==> config.mk <==
export PLATFORM = sky130hd
export DESIGN_NAME = led7seg_scan_driver
export DESIGN_NICKNAME = d
export VERILOG_FILES = /design/src/rtl/led7seg_scan_driver.sv
export SDC_FILE = /design/constraint.sdc
export NUM_CORES = 1
export LEC_CHECK = 0
export CAP_MARGIN = 15
export CORE_MARGIN = 4
export CORE_UTILIZATION = 38
export CTS_CLUSTER_SIZE = 28
export DETAILED_ROUTE_END_ITERATION = 10
export PLACE_DENSITY_LB_ADDON = 0.25
export SLEW_MARGIN = 15
export SYNTH_ARGS = -nofsm -noshare
export SYNTH_HDL_FRONTEND = slang
export SYNTH_SLANG_ARGS = --single-unit
export TNS_END_PERCENT = 100
==> constraint.sdc <==
create_clock -name clk -period 5.7 [get_ports clk]
set_input_delay 1.14 -clock clk [delete_from_list [all_inputs] [get_ports clk]]
set_output_delay 1.14 -clock clk [all_outputs]
set_load 0.005 [all_outputs]
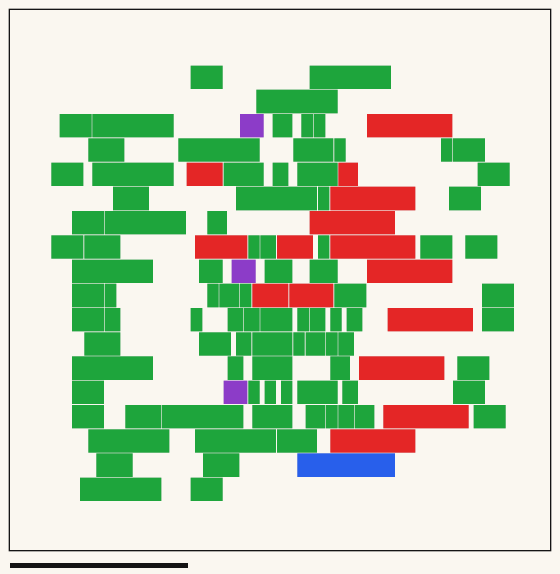
**Above:** drive-strength map.
Bar = 20 um.
- green: x1 and smaller (cells 92; share 83%)
- purple: x3 and x4 (cells 3; share 2.7%)
- blue: x6 and larger (cells 1; share 0.90%)
- red: x2 (cells 15; share 14%)
Area Growth Syn to Fin: 26.7%
non-clock buffer total of the final layout: 20
setup slack after layout: 3.21 ns
Design Area, Final: 0.00133 mm2

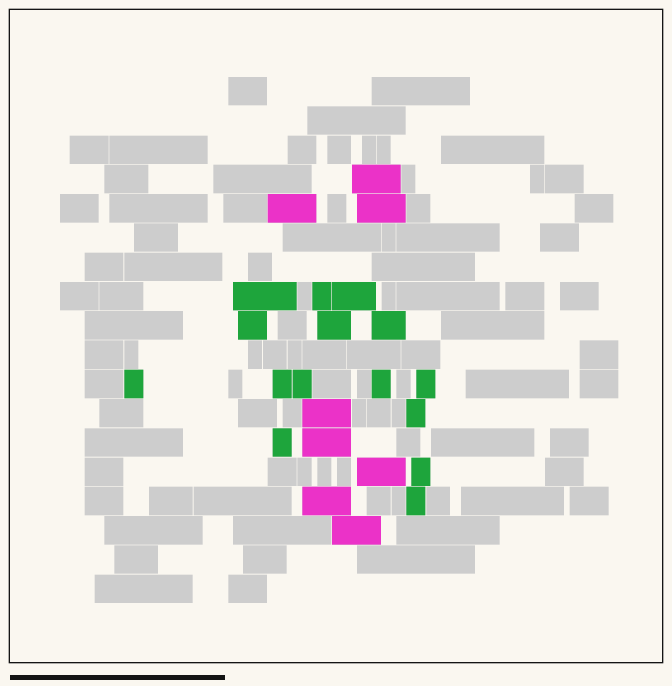
**Above:** logic cells by family.
Bar = 20 um.
- magenta: fa/ha/maj cells (cells 8)
- green: aoi and oai cells (cells 15; where centre)
most used logic cell in the final layout: sky130_fd_sc_hd__clkdlybuf4s50_1
non-filler instance count after layout: 141

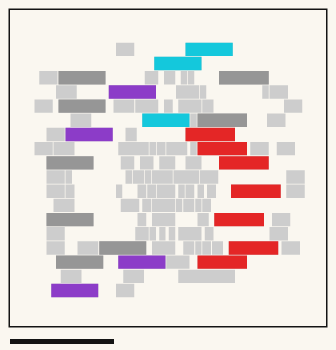
**Above:** where the registers sit.
Bar = 20 um. Other sequential cells in the stronger grey, the rest of the logic in the fainter grey.
- red: seg (flops 7)
- purple: dv_s (flops 4)
- cyan: p (flops 3)
final core area utilization: 0.519
proportion of cell area occupied by registers: 0.422
sequential standard cell area: 562 um2
power drawn by the sequential cells: 0.164 mW

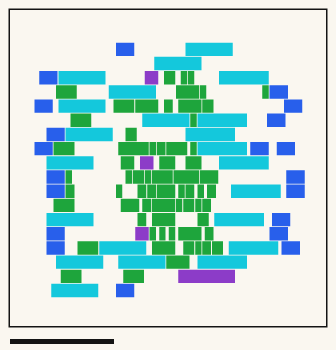
**Above:** cell classes on the final placement.
Bar = 20 um.
- green: remaining logic cells (cells 65)
- cyan: registers (cells 22)
- purple: clock drivers and dummy loads (cells 4)
- blue: remaining buffers and delay cells (cells 20)
placement row count: 18
core region area: 0.00257 mm2

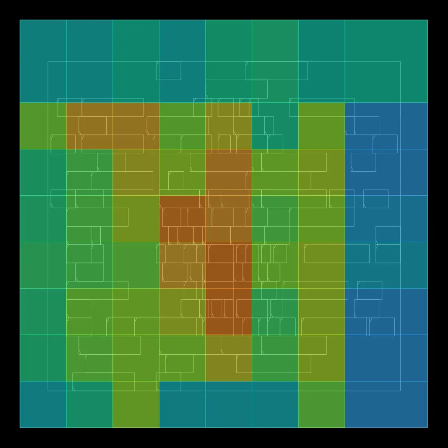
**Above:** track usage over the die.
Global Route met1 Usage: 0.156
global router's overall resource usage: 0.113
detail-routed net length per standard cell: 12.7 um
met2 Usage GRT: 0.169
Global Route met3 Usage: 0.0213

==> results.json <==
{
  "status": "completed",
  "syn_nets": 108,
  "synth_area_leader_cell": "sky130_fd_sc_hd__dfrtp_1",
  "drt_wl_total_um": 1800,
  "die-height_um": 60.6,
  "worstSetupEndpointType": "output port",
  "critical_path_arrival_ns": 1.35,
  "top_area_frac": 0.310,
  "min-delay-path-class": "flop to flop",
  "first_global_vias": 705,
  "ios": 21,
  "synth_area_mm2": 0.00105,
  "worst_slew_margin_rel": 0.449,
  "fmaxAchievable_ghz": 0.402,
  "warnings": 31,
  "power_leader": "sequential cells",
  "share_seq_of_total_power": 0.530,
  "place.gp.congestion": 0.821,
  "cts-root-to-sink-buffers": 2,
  "cp_num_buf_inv": 1,
  "ys_ff": 22,
  "chipArea_mm2": 0.00367,
  "power.clock.total_mw": 0.119,
  "post_synthesis_xor_xnor_area_fraction": 0,
  "timing.max_cap.violations": 0,
  "synth-simple-area-share": 0.100,
  "yosysUniqueCellTypes": 24,
  "ys_seq_share": 0.535,
  "worst_pin_slew_ns": 0.824,
  "tritoncts": "built",
  "compound_area_frac": 0.0976,
  "post-place-ws_ns": 3.51,
  "drc": 0,
  "vias": 720,
  "layout.area.comb_um2": 453,
  "global_route.overflow_total": 0,
  "buffer_ports.inserted": 20,
  "grt_setup_unrepaired": "no",
  "p_per_area_mw_per_mm2": 233,
  "final-max-slew-violation-count": 0,
  "crit_cells": 1,
  "ctsResizeCount": 0,
  "synth.mux.area_fraction": 0.138,
  "ys_warn_count": 0,
  "power_report.internal_total_mw": 0.245,
  "p_leak_nw": 0.573,
  "grt_first_pass_wirelength_um": 3110,
  "worstPathRequired_ns": 4.56,
  "cts.htree.levels": 1,
  "layout-drive-gt1-share": 0.171,
  "share_clk_of_total_power": 0.385,
  "holdWs_ns": 0.479,
  "whs_path_depth": 1,
  "slowest_delay_ns": 0.54,
  "antenna_found_initial": 0,
  "critPathLaunchType": "flop",
  "core_util_floorplan": 0.409,
  "synth.cellmix.adderShare": 0.0952,
  "maximum_number_of_pins_on_one_net_before_global_route_repair": 23,
  "number_of_flip_flops_in_the_largest_register": 7,
  "cts_root_buf": "sky130_fd_sc_hd__clkbuf_4",
  "initial_drt_markers": 17,
  "sw_frac_of_total": 0.210,
  "syn-mean-instance-area_um2": 11.8,
  "critical-path-slowest-cell": "sky130_fd_sc_hd__dfstp_2",
  "report.final.setup_viol": 0,
  "final_period_minus_worst_setup_slack_ns": 2.49
}
==> final cells by class <==
cell class / instances / area share
Clock inverter: 1 / 0.0226
Multi-Input combinational cell: 58 / 0.340
Inverter: 7 / 0.0197
Clock buffer: 3 / 0.0169
Sequential cell: 22 / 0.422
Timing Repair Buffer: 20 / 0.150
Tap cell: 30 / 0.0282
==> cell usage after synthesis <==
cell	number
sky130_fd_sc_hd__and2_1	1
sky130_fd_sc_hd__a21oi_1	4
sky130_fd_sc_hd__a2111oi_0	1
sky130_fd_sc_hd__ha_1	8
sky130_fd_sc_hd__mux2_1	7
sky130_fd_sc_hd__buf_2	2
sky130_fd_sc_hd__mux2_2	2
sky130_fd_sc_hd__or2_2	1
sky130_fd_sc_hd__nor2_1	7
sky130_fd_sc_hd__nand2b_1	1
sky130_fd_sc_hd__a21boi_2	1
sky130_fd_sc_hd__a221oi_1	1
sky130_fd_sc_hd__dfstp_2	9
sky130_fd_sc_hd__mux2i_2	1
sky130_fd_sc_hd__nor3_1	2
sky130_fd_sc_hd__a211oi_1	1
sky130_fd_sc_hd__inv_1	7
sky130_fd_sc_hd__o21ai_0	1
sky130_fd_sc_hd__a41oi_2	1
sky130_fd_sc_hd__mux2i_1	3
sky130_fd_sc_hd__dfrtp_1	13
sky130_fd_sc_hd__o21ai_1	5
sky130_fd_sc_hd__nor2b_1	5
sky130_fd_sc_hd__nand2_1	5
==> per-layer routing <==
layer | up-vias | wire length [um] | track usage
li1 | 346 | - | -
met1 | 342 | 850 | 0.156
met2 | 30 | 784 | 0.169
met3 | 2 | 146 | 0.0213
met4 | 0 | 15 | 0.0557
met5 | - | 0 | 0
No activity file was given, so power comes from the tool's default toggle rates.
